**config.mk**
```make
export PLATFORM = sky130hd
export DESIGN_NAME = booth_mac_accumulator
export DESIGN_NICKNAME = d
export VERILOG_FILES = /design/src/rtl/booth_mac_accumulator.sv
export SDC_FILE = /design/constraint.sdc
export NUM_CORES = 1
export LEC_CHECK = 0
export CAP_MARGIN = 20
export CELL_PAD_IN_SITES_DETAIL_PLACEMENT = 1
export CELL_PAD_IN_SITES_GLOBAL_PLACEMENT = 1
export CORE_AREA = 2 2 207 209
export CTS_CLUSTER_SIZE = 30
export DETAILED_ROUTE_END_ITERATION = 7
export DIE_AREA = 0 0 209 211
export HOLD_SLACK_MARGIN = 0.06
export PLACE_DENSITY = 0.92
export SETUP_SLACK_MARGIN = 0.05
export SYNTH_ARGS = -nofsm -noshare
export SYNTH_HDL_FRONTEND = slang
export SYNTH_SLANG_ARGS = --single-unit
```
**constraint.sdc**
```tcl
create_clock -name clk -period 7.8 [get_ports clk]
set_input_delay 1.95 -clock clk [delete_from_list [all_inputs] [get_ports clk]]
set_output_delay 1.95 -clock clk [all_outputs]
set_load 0.02 [all_outputs]
```
**src/rtl/booth_mac_accumulator.sv**
```systemverilog
// booth_mac_accumulator: two-stage registered Booth multiply feeding a saturating/wrapping
// signed accumulator that presents each completed run on a valid/ready output.
module Bit16Radix4BoothMultiplier (
  input  logic signed [15:0] a_i,
  input  logic signed [15:0] b_i,
  output logic signed [31:0] p_o
);
  logic [16:0] bx;
  assign bx = {b_i, 1'b0};
  function automatic logic signed [31:0] pp(input logic [2:0] t, input logic signed [31:0] m);
    return (t == 3'b011) ? m <<< 1 :
           (t == 3'b100) ? -(m <<< 1) :
           (t == 3'b001 || t == 3'b010) ? m :
           (t == 3'b101 || t == 3'b110) ? -m : 32'sd0;
  endfunction
  always_comb begin
    p_o = '0;
    for (int i = 0; i < 8; i++) p_o = p_o + (pp(bx[2*i+:3], 32'(a_i)) <<< (2*i));
  end
endmodule

module booth_mac_accumulator #(
  parameter int ACC_W    = 40,
  parameter bit SATURATE = 1'b1
) (
  input  logic                    clk,
  input  logic                    rst,
  input  logic                    in_valid,
  output logic                    in_ready,
  input  logic signed [15:0]      a,
  input  logic signed [15:0]      b,
  input  logic                    last,
  output logic                    out_valid,
  input  logic                    out_ready,
  output logic signed [ACC_W-1:0] acc_out,
  output logic                    overflow,
  output logic [7:0]              terms
);
  typedef enum logic [1:0] {ACC, DRAIN, HOLD} state_t;
  localparam logic signed [ACC_W-1:0] MAX_V = {1'b0, {(ACC_W-1){1'b1}}};
  localparam logic signed [ACC_W-1:0] MIN_V = {1'b1, {(ACC_W-1){1'b0}}};
  state_t                  state_q, state_d;
  logic signed [15:0]      a_q, b_q;
  logic                    last1_q, v1_q, last2_q, v2_q;
  logic signed [31:0]      prod, p_q;
  logic signed [ACC_W-1:0] acc_q, acc_d, clamp;
  logic                    ovf_q, ovf_d, accept, hs, sum_ovf;
  logic [7:0]              terms_q, terms_d;
  logic signed [ACC_W:0]   sum;
  Bit16Radix4BoothMultiplier u_mul (.a_i(a_q), .b_i(b_q), .p_o(prod));
  assign in_ready  = state_q == ACC;
  assign out_valid = state_q == HOLD;
  assign accept    = in_valid && in_ready;
  assign hs        = out_valid && out_ready;
  assign acc_out   = acc_q;
  assign overflow  = ovf_q;
  assign terms     = terms_q;
  // One guard bit: the two top bits of the widened sum disagree exactly on overflow.
  assign sum     = {acc_q[ACC_W-1], acc_q} + (ACC_W+1)'(p_q);
  assign sum_ovf = sum[ACC_W] ^ sum[ACC_W-1];
  assign clamp   = SATURATE ? (sum[ACC_W] ? MIN_V : MAX_V) : sum[ACC_W-1:0];
  always_comb begin
    acc_d   = hs ? '0 : v2_q ? (sum_ovf ? clamp : sum[ACC_W-1:0]) : acc_q;
    ovf_d   = hs ? 1'b0 : ovf_q | (v2_q & sum_ovf);
    terms_d = hs ? 8'd0 : (v2_q && terms_q != 8'hFF) ? terms_q + 8'd1 : terms_q;
    state_d = (state_q == ACC)   ? ((accept && last) ? DRAIN : ACC) :
              (state_q == DRAIN) ? ((v2_q && last2_q) ? HOLD : DRAIN) :
              (state_q == HOLD)  ? (out_ready ? ACC : HOLD) : ACC;
  end
  always_ff @(posedge clk or posedge rst) begin
    if (rst) begin
      state_q <= ACC;
      a_q     <= '0;
      b_q     <= '0;
      last1_q <= 1'b0;
      v1_q    <= 1'b0;
      p_q     <= '0;
      last2_q <= 1'b0;
      v2_q    <= 1'b0;
      acc_q   <= '0;
      ovf_q   <= 1'b0;
      terms_q <= '0;
    end else begin
      state_q <= state_d;
      if (accept) begin
        a_q     <= a;
        b_q     <= b;
        last1_q <= last;
      end
      v1_q    <= accept;
      p_q     <= prod;
      last2_q <= last1_q;
      v2_q    <= v1_q;
      acc_q   <= acc_d;
      ovf_q   <= ovf_d;
      terms_q <= terms_d;
    end
  end
endmodule

```
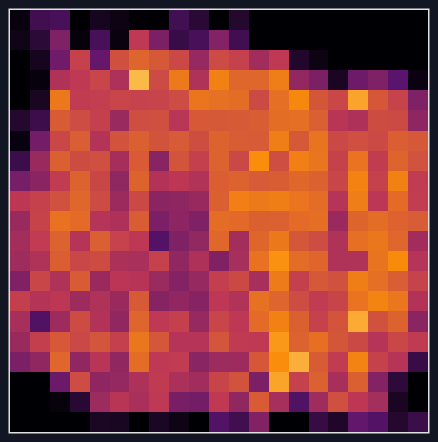
(cell density map)
Drawn at 2 px/µm. The die is cut into 21 by 21 equal tiles; black is low, pale yellow is high, 0 to 100% covered.
The mean over all tiles is 44%. The fullest tile reaches 85%. 2.0% of the tiles are over 75% full. The emptiest ninth of the die: top right. 11% of the tiles are nearly empty.
utilization after layout: 0.481
Core Footprint: 41800 µm²
FP Core Util: 0.428

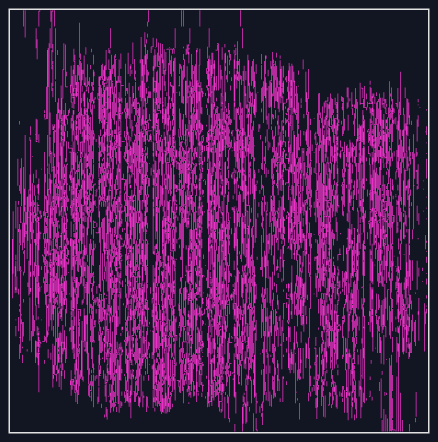
(metal 2)
Drawn at 2 px/µm.
The layer holds 47% of the routed length. The wires run mostly vertical.
final wirelength: 71.0 mm
vias post-DR: 18800
met2 Track Usage GR: 0.550

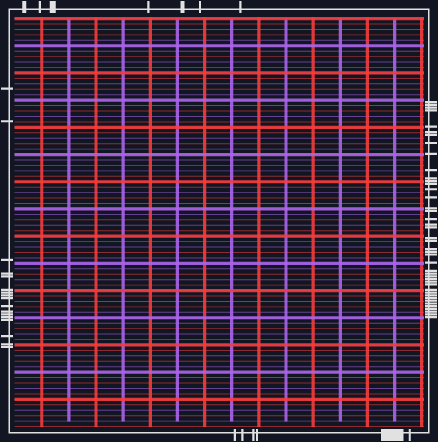
(PDN straps and rails)
Drawn at 2 px/µm. Pins as bars on the die edge.
Key: red = VSS; purple = VDD
The core has 75 rows. 76 met1 rails follow the rows. 15 straps on met4. 88 signal pins sit on the boundary.
Die H: 211 µm
horizontal die dimension: 209 µm

==> results.txt <==
Implementation numbers.

- The run finished with clean final reports.
- The met3 demand-to-capacity share in global routing is 0.0626.
- The critical path class reads flop to flop.
- The total met2 wirelength after detailed routing is 33.6 mm.
- The average wire per cell in the routed design reads 24.3 µm.
- The category of cells accounting for the largest share of critical-path delay reads adder cells.
- The post-route standard cell area excluding fillers is 20100 µm².
- The destination of the worst hold path is v2_q.
- The filler cells instantiated in the layout total 5169.
- Hold-check failures listed in the final report amount to 0.
- The simple-gate portion of the synthesized area is 0.165.
- Setup repair after global routing left no endpoint under its margin.
- The worst hold path cell count is 0.
- The number of nets at floorplan reads 2618.
- The type of origin of the critical path reads a flop.
- The launch instance of the worst register-to-register path reads a_q[1].
- The multi-input gate share of total cell area is 0.675.
- The buffer cell driving the clock tree root is clkbuf_16.
- The minimum period implied by the final worst setup slack reads 7430 ps.
- The cell class ranked first by area is multi-input combinational cells.
- The sum of net half-perimeters after detailed placement is 53.8 mm.
- The buffering stage count on the worst path with inverters included is 4.
- The first routing iteration left 1765 violations.
- The warning count from the yosys run reads 0.
- The final number of setup-violating endpoints is 0.
- The number of instances in the synthesized netlist reads 2359.
- The clock net sink count reads 119.
- The worst setup path endpoint reads p_q[31].
- The routed wire length on met3 reads 5.78 mm.
- The source of the critical timing path reads a_q[1].
- On the critical path, the stage with the largest delay is an instance of fa_1.
- The repair_antennas step left the layout with diodes totalling 0.
- The pre-CTS worst setup slack is 259 ps.
- The maximum number of pins on one net before global-route repair reads 65.
- The count of non-CTS buffers in the layout is 180.
- The pin slew with the least headroom to its limit reads 962 ps.
- The total die size reads 44100 µm².
- The post-synthesis instance area is 17900 µm².
- STA lists the endpoint of the worst register-to-register path as p_q[31].
- The number of I/O pins reads 88.
- The count of flip-flops and latches reads 119.
- The port buffer count reads 87.
- Yosys mapped the design onto 92 distinct sky130hd cell types.
- The critical path depth is 27.
- The timing report gives the worst reg2reg path a setup slack of 370 ps.
- The highest-utilization routing layer at the global route stage reads met2.
- The multi-input combinational gate total is 1875.
- The post-synthesis area per instance reads 7.58 µm².
- The floorplan has 75 rows.
- The xor/xnor share of the synthesized area reads 0.0600.
- In this build the clock could be raised as far as 0.135 GHz.
- Of the post-synthesis cell area, the dominant cell type holds 0.166.
- The adder-cell share of the synthesized area is 0.217.
- The clock tree buffer depth is 2.
- STA puts the critical path data required time at 8130 ps.
- The number of global-route vias before repair came to 19300.
- The hold-fix buffer count after cts reads 0.
- The post-synth count of flops with an enable pin is 0.
- Per the layout area report, the register area comes to 2990 µm².
- The mux share of post-synthesis cell area is 0.0328.
- Yosys reports that the most numerous cell types are nand2_1, a21oi_1, o21ai_0.
- After synthesis, the design contains 2359 cells according to Yosys.
- The tightest hold margin reads 356 ps.
- The number of clock-tree buffers in the layout reads 18.
- The iteration count recorded for the first detailed-route pass is 6.
- The clock-pin transition on the worst setup and hold timing paths reads 60 ps.
- The flip-flop and latch count after synthesis is 119.
- The synthesis-to-finish area growth is 12.2%.
- Headroom to the max-slew limit came out at 0.358.
- The cell accounting for the most synthesized area reads dfrtp_1.
- The first global-routing pass estimated 111 mm of wire.
- After the flow finishes, the layout carries non-filler instances totaling 2925.
- Among all stages on the critical path, the maximum delay recorded is 570 ps.
- The total number of nets in the final design is 2633.
- The DRC violation count after routing reads 0.
- After detailed routing, the number of vias per cell comes to 6.42.
- The report lists the number of cells resized after CTS as 0.
- The H-tree was split into 4 levels.
- The CTS tree is yes.
- The layout cell share with drive strength beyond 1 reads 0.0830.
- The type of element capturing the critical path is a flop.
- The flip-flop count of the largest register after layout is 40.
- The compound-gate portion of the synthesized area is 0.280.
- After layout, the setup clock skew is reported as 13.7 ps.
- The design received a total of 539 well taps at floorplan.
- The number of placed instances, taps included, is 2891.
- The fraction of area in clock buffers and inverters is 0.0292.
- The fraction of area in non-clock buffers is 0.0794.
- The dominant register cell is dfrtp_1.
- The count of maximum capacitance violations is 0.
- The wire length on met1 reads 27.9 mm.
- The sequential cell area fraction in the yosys report is 0.166.
- Per the TritonCTS log, the buffer count is 17.
- The most frequently placed logic cell in the final layout reads nand2_1.
- The global-route track usage on met1 reads 0.392.
- Summed over all layers, the global routing overflow is 0.
- The setup TNS reads 0 ps.
- The synthesis report lists the most area-consuming cells as dfrtp_1, fa_1, a21oi_1.
- The data arrival time of the worst path is 7750 ps.
- The number of antenna violations at the first check in global routing reads 0.
- Registers represent a cell area share of 0.149.
- The cell with the most instances after synthesis is nand2_1.
- The clock insertion delay at the later pin of the skew report is 470 ps.
- The logs give a warning total of 26.
- The setup slack of the critical path after layout is 374 ps.
- By instance count after routing, the leading logic cell types are nand2_1, a21oi_1, o21ai_0, nor2_1, inv_1.
- The area taken by multi-input combinational cells is reported as 13600 µm².
- The largest family of logic cells by area reads AND-OR/OR-AND gates.
- The final timing report lists a max-slew violation count of 0.
- The startpoint of the most critical hold path is v1_q.
- The highest routed metal layer reads met4.
- The report shows a maximum critical-path fanout of 12.
- The instance area after placement is 19400 µm².
- The overall track demand over capacity in global routing reads 0.323.
- Counting cells, the worst reg-to-reg path comes to 27.
- The final antenna-violating net count is 0.
- The share of the clock period used by the worst path after layout is 0.952.
- Counting the inverters off the clock network in the layout gives 181.
- The share of synthesized registers carrying an async set or reset is 1.00.
- Per the repair_timing log after CTS, setup buffers inserted total 0.
- The chip area in the Yosys report is 17900 µm².
- The final weighted congestion of routability-driven global placement is 1.01.
- Checking hold timing, the worst path is listed with class flop to flop.
